==> config.mk <==
export PLATFORM = sky130hd
export DESIGN_NAME = conv_req_sched_flat
export DESIGN_NICKNAME = d
export VERILOG_FILES = /design/src/rtl/conv_req_sched_if.sv /design/src/rtl/conv_req_sched.sv /design/src/flat_wrapper.sv
export SDC_FILE = /design/constraint.sdc
export NUM_CORES = 1
export LEC_CHECK = 0
export CAP_MARGIN = 10
export CORE_UTILIZATION = 42
export CTS_CLUSTER_SIZE = 16
export DETAILED_ROUTE_END_ITERATION = 16
export GPL_ROUTABILITY_DRIVEN = 0
export PLACE_DENSITY = 0.93
export REMOVE_ABC_BUFFERS = 1
export SLEW_MARGIN = 20
export SYNTH_ARGS = -nofsm -noshare
export SYNTH_HDL_FRONTEND = slang
export SYNTH_SLANG_ARGS = --single-unit
==> constraint.sdc <==
create_clock -name clk -period 2.8 [get_ports clk]
set_clock_uncertainty 0.2 [all_clocks]
set_input_delay 0.7 -clock clk [delete_from_list [all_inputs] [get_ports clk]]
set_output_delay 0.7 -clock clk [all_outputs]
set_load 0.1 [all_outputs]
run_1/flops_by_reg.png
The bar under the picture is 10 um long. Other sequential cells in the stronger gray, the rest of the logic in the fainter gray.
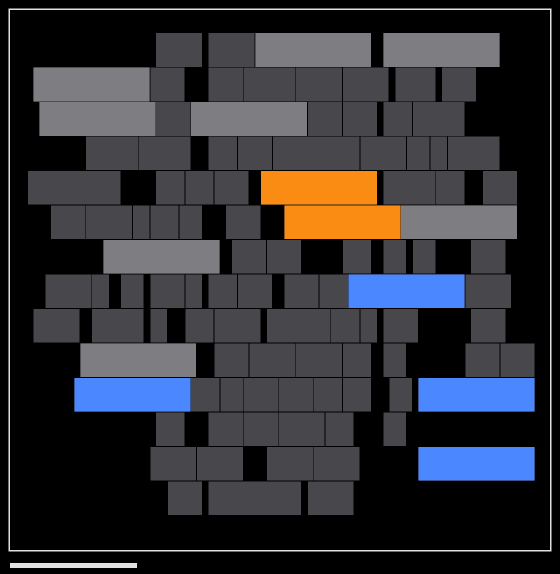
legend:
  blue:
    netlist_name: u_core.conv_data_in
    sequential_cells: 4
  orange:
    netlist_name: u_core.state
    sequential_cells: 2
not colored: 8
final core occ: 71.35%
Sequential cell area: 350.3 um2
sequential cell area share: 32.22%

run_1/placement_by_type.png
Fill, decap, tap and diode cells in gray.
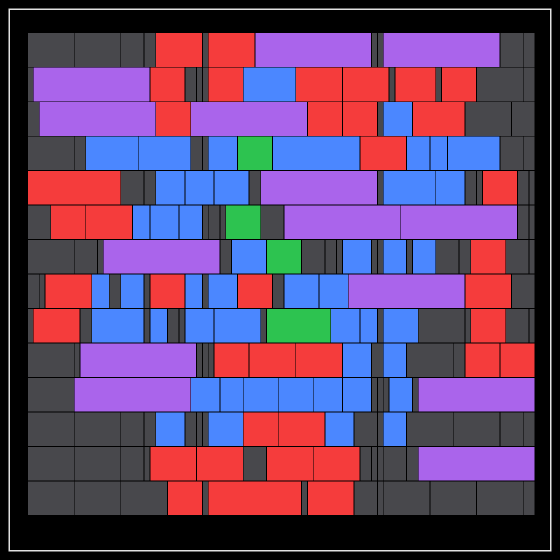
legend:
  red:
    class: remaining buffers and delay cells
    cells: 38
  purple:
    class: sequential cells
    cells: 14
  blue:
    class: combinational and other logic
    cells: 47
  green:
    class: clock drivers and dummy loads
    cells: 4
final instance area: 1087 um2
core box area: 1524 um2
Rows: 14

run_1/clk_routes.png
The bar under the picture is 10 um long.
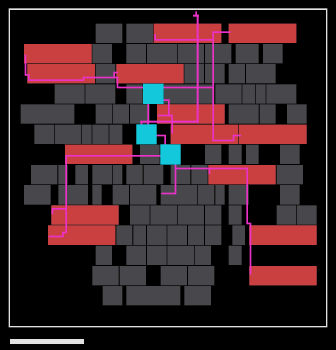
legend:
  red:
    item: flip-flops
    count: 14
  magenta:
    item: clock wires
    length: 165 um
  cyan:
    item: clock drivers
    count: 3
routed clock nets: 4
flops lie: all over the die
clk latency late pin: 0.27 ns

==> results.json, run 1 <==
{
  "min_path_type": "in2async",
  "fmax_ghz": 0.3631,
  "critPathBufInv": 4,
  "area_growth_pct": 57.14,
  "ys_top_cells_by_count": "14 x dfrtp_1, 7 x a21oi_1, 5 x a31oi_1, 5 x nand4_1, 5 x o31ai_1",
  "cp_data_arrival_time_ns": 1.85,
  "xor_share_pct": 0,
  "slowest_stage": "clkdlybuf4s50_1",
  "relSlewSlack_pct": 72.59,
  "netlist_instances": 66,
  "root_buffer": "clkbuf_4",
  "htree_num_levels": 1,
  "fp.dieW_um": 42.59,
  "ys_top_logic_family": "simple AND/OR/NAND/NOR gates",
  "syn_avg_cell_area_um2": 10.48,
  "synthMuxAreaShare_pct": 6.510,
  "cts_hold_buf": 0,
  "drv_slew": 0,
  "crit_type": "in2out",
  "pin_count": 33,
  "hold_violations": 0,
  "top_cell": "dfrtp_1",
  "fin_crit_sh_pct": 98.36,
  "numPortBuffers": 32,
  "final.min_clock_period_ns": 2.754,
  "routedWlPerCell_um": 15.25,
  "critPathMaxFanout": 6,
  "first_pass_iters": 4,
  "cpLargestDelayFamily": "buffers and inverters",
  "setup_violations": 0,
  "yosys_most_used_dff": "dfrtp_1",
  "grt_usage_pct": 22.11,
  "path_cells": "clkdlybuf4s50_1, inv_1, nor3_2, buf_4, buf_12",
  "hpwl_um": 1330,
  "clock_sinks": 14,
  "fin_nets": 123,
  "logic_area_um2": 315.3,
  "chip_area_um2": 1814,
  "clkTransAtPathRegs_ns": 0.09,
  "antenna-diode-count": 0,
  "synth_area_um2": 691.9,
  "reg2reg_slack_ns": 1.01,
  "cts_setup_buffers": 0,
  "edf_count": 0,
  "cpPeakStageDelay_ns": 0.52,
  "grt_overflow": 0,
  "endpoint_kind": "output pin",
  "ys_sh_aoi_pct": 16.46,
  "cp_data_required_time_ns": 1.90,
  "ys_seq_share_pct": 50.63,
  "wl_um": 1815,
  "drc_errors": 0,
  "fp_util_pct": 45.40,
  "ys_chip_area_um2": 691.9,
  "yosysTopAreaCell": "dfrtp_1",
  "numCtsBuffers": 3,
  "setup_tns_ns": 0,
  "dpl_worst_slack_ns": -0.2245,
  "grt_start_max_net_pins": 16,
  "grt_pass1_vias": 668,
  "rsz0062_at_grt": "false",
  "vias_per_cell": 5.739,
  "cp.depth": 5,
  "reg2reg_depth": 4,
  "ys_cells": 66,
  "adder_share_pct": 0,
  "status": "completed",
  "antenna_left": 0,
  "vias": 683,
  "worst_slack_ns": 0.04603,
  "synth_flops": 14,
  "async_reset_ff_share_pct": 100.0,
  "ys_sh_simple_pct": 19.89,
  "top_area_share_pct": 50.63,
  "n_fill_cell": 105,
  "crit_path_start_kind": "primary input",
  "grt_pass1_wl_um": 3001,
  "yosys_warnings": 0,
  "ctsLongestPathBuffers": 2,
  "synth_cell_types": 24,
  "cts_tree": "built",
  "max_slew.worst_pin.slew_ns": 0.4103,
  "warning_count": 25,
  "final_layout_size_suffix_gt1_share_pct": 33.01,
  "area_leaders": "dfrtp_1 51%, mux2_2 6.5%, o31ai_1 5.4%, a21oi_1 5.1%, a31oi_1 4.5%",
  "antenna_found_initial": 0,
  "cap_violations": 0,
  "die_height_um": 42.59,
  "drtIter0Drc": 24
}
-- run 1: cells in the final DEF (no fill, tap or decap) --
master and instances:
clkdlybuf4s50_1 17, buf_4 17, dfrtp_1 14, a21oi_1 7, o31ai_1 5, nand4_1 5, a31oi_1 5, mux2_2 4
clkbuf_4 3, inv_1 2, nor2b_1 2, nand2_1 2, or2_2 2, o21ai_0 2, nor2_1 2, buf_12 2
or3b_4 1, nor3_2 1, nor3b_4 1, and3_4 1, or2_0 1, and2_1 1, nand2b_1 1, nand3b_1 1
nor3b_1 1, clkbuf_8 1, dlygate4sd2_1 1, buf_6 1
-- run 1: cell type report --
type                       instances  share of cell area (%)
multi-input combinational         45                   29.00
clock buffer                       4                   3.337
tap                               16                   1.841
sequential                        14                   32.22
inverter                           2                  0.6905
timing repair buffer              38                   32.91
-- run 1: stage by stage --
stage	hold slack, ns	area (um2)	util [%]	cells
CTS	0.2900	1087	71.35	119
detailed placement	0.3018	1030	67.57	115
finish	0.2773	1087	71.35	119
global placement	0.2892	1030	67.57	115
global route	0.2809	1087	71.35	119
floorplan	0.2044	654.4	-	61
-- run 1: timing repair --
action,in CTS,in global routing
hold endpoints to repair,0,0
resized,6,0
setup endpoints to repair,2,0
-- run 1: routing by layer --
metal | share of wire [%] | vias up | track usage [%]
met5 | 0 | - | 0
li1 | - | 317 | -
met3 | 7.6 | 4 | 3.448
met2 | 52 | 37 | 37.23
met1 | 40 | 325 | 29.09
met4 | 1.2 | 0 | 6.875
run_1/wires.png
The bar under the picture is 10 um long. Only two layers are drawn.
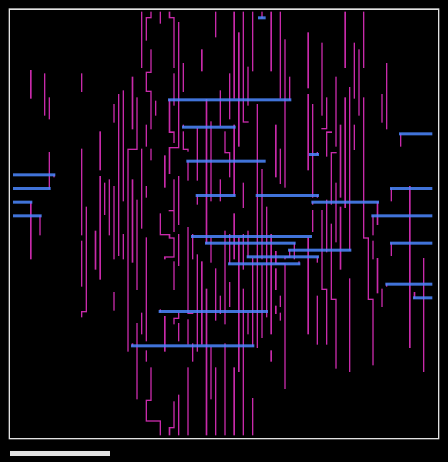

==> run 2, diff against run 1 <==
CORE_UTILIZATION = 35   (was 42)
CTS_CLUSTER_SIZE = unset   (was 16)
PLACE_DENSITY = 0.84   (was 0.93)
SLEW_MARGIN = unset   (was 20)
clock period = 2.38 ns   (was 2.8 ns; I/O delays follow)
run_2/wires.png
The bar under the picture is 10 um long. Only two layers are drawn.
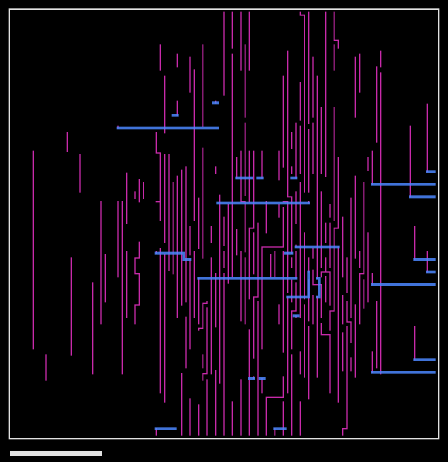
legend:
  magenta:
    layer: metal 2
    wire_length: 1220 um
  blue:
    layer: metal 3
    wire_length: 83.4 um
overall routing resource usage: 23.96%
DR vias: 720
routed wire length: 2252 um
post-DR wirelength/cell: 16.68 um

run_2/clk_routes.png
The bar under the picture is 10 um long.
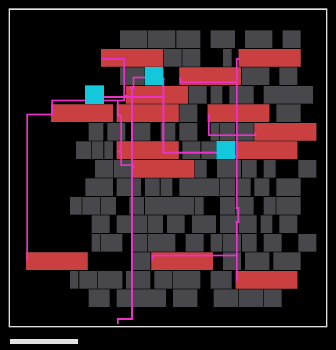
legend:
  red:
    item: flip-flops
    count: 14
  cyan:
    item: clock drivers
    count: 3
  magenta:
    item: clock wires
    length: 202 um
routed clock nets: 4

==> results.json, run 2 <==
{
  "crit_type": "reg2out",
  "top_cell": "dfrtp_1",
  "critPathBufInv": 2,
  "numPortBuffers": 32,
  "chip_area_um2": 2159,
  "critPathMaxFanout": 2,
  "edf_count": 0,
  "fp-row-count": 15,
  "numCtsBuffers": 3,
  "hold_violations": 0,
  "area_leaders": "dfrtp_1 51%, mux2_2 6.5%, o31ai_1 5.4%, a21oi_1 5.1%, a31oi_1 4.5%",
  "slowest_stage": "or3b_4",
  "cpPeakStageDelay_ns": 0.42,
  "grt_start_max_net_pins": 14,
  "async_reset_ff_share_pct": 100.0,
  "min_path_type": "in2async",
  "ys_cells": 66,
  "drc_errors": 0,
  "pin_count": 33,
  "antenna_found_initial": 0,
  "first_pass_iters": 4,
  "fp.dieW_um": 46.46,
  "hpwl_um": 1718,
  "cap_violations": 0,
  "area_growth_pct": 67.99,
  "dpl_worst_slack_ns": -0.4269,
  "final_area_um2": 1162,
  "setup_violations": 0,
  "postPlaceCellArea_um2": 1106,
  "netlist_instances": 66,
  "grt_overflow": 0,
  "top_area_share_pct": 50.63,
  "rsz0062_at_grt": "false",
  "clkTransAtPathRegs_ns": 0.09,
  "synth_cell_types": 24,
  "ys_chip_area_um2": 691.9,
  "fin_crit_sh_pct": 97.41,
  "design.core.area_um2": 1783,
  "synth_flops": 14,
  "clk_latency_ns": 0.27,
  "cts_tree": "built",
  "reg2reg_depth": 5,
  "status": "completed",
  "clock_sinks": 14,
  "yosysTopAreaCell": "dfrtp_1",
  "antenna-diode-count": 0,
  "synth_area_um2": 691.9,
  "endpoint_kind": "output pin",
  "final.min_clock_period_ns": 2.318,
  "cp.depth": 4,
  "syn_avg_cell_area_um2": 10.48,
  "ys_seq_share_pct": 50.63,
  "cpLargestDelayFamily": "simple AND/OR/NAND/NOR gates",
  "cp_data_required_time_ns": 1.58,
  "die_height_um": 46.46,
  "relSlewSlack_pct": 70.67,
  "mostFrequentLayoutCells": "23 x buf_4, 15 x clkdlybuf4s50_1, 14 x dfrtp_1",
  "grt_pass1_vias": 721,
  "crit_path_start_kind": "flip-flop",
  "worst_slack_ns": 0.06157,
  "htree_num_levels": 1,
  "lay_top_count": "buf_4",
  "reg2reg_slack_ns": 0.64,
  "fmax_ghz": 0.4313,
  "ctsLongestPathBuffers": 2
}
run 2: cell counts after synthesis:
Identical to the previous run, type by type.
run 2: cell type report:
cell class	count	area, um2	share of cell area, %
timing repair buffer	46	432.9	37.24
sequential	14	350.3	30.14
multi-input combinational	45	317.8	27.34
tap	25	31.28	2.691
clock buffer	3	22.52	1.938
inverter	2	7.507	0.6459
run 2: logic make-up after synthesis:
| kind of cell | share of synthesized area, % |
|---|---|
| flops | 50.63 |
| mux | 6.509 |
| simple gates | 19.89 |
| compound gates | 16.46 |
| buf+inv | 6.509 |
run 2: routing by layer:
metal / global-route usage (%) / vias up / share of wire (%)
met1: 25.06 / 347 / 37
met3: 3.529 / 13 / 3.7
met4: 20.59 / 0 / 5.4
met2: 41.11 / 31 / 54
met5: 0 / - / 0
li1: - / 329 / -
run 2: metrics by stage:
stage	util [%]	std cells	hold slack [ns]	TNS, ns
after floorplan	-	61	0.09941	-1.888
after global placement	62.04	131	0.2920	-0.6539
after detailed placement	62.04	131	0.2978	-0.7484
after CTS	64.35	135	0.02924	-0.002103
after global routing	65.19	135	0.03607	0
final	65.19	135	0.02740	0
run 2: timing repair:
action | 4_1_cts | 5_1_grt
buffers inserted | 0 | 0
endpoints found under the hold margin | 1 | 0
hold buffers | 1 | 0
resized | 10 | 3
pin swaps | 2 | 2
endpoints found under the setup margin | 2 | 2
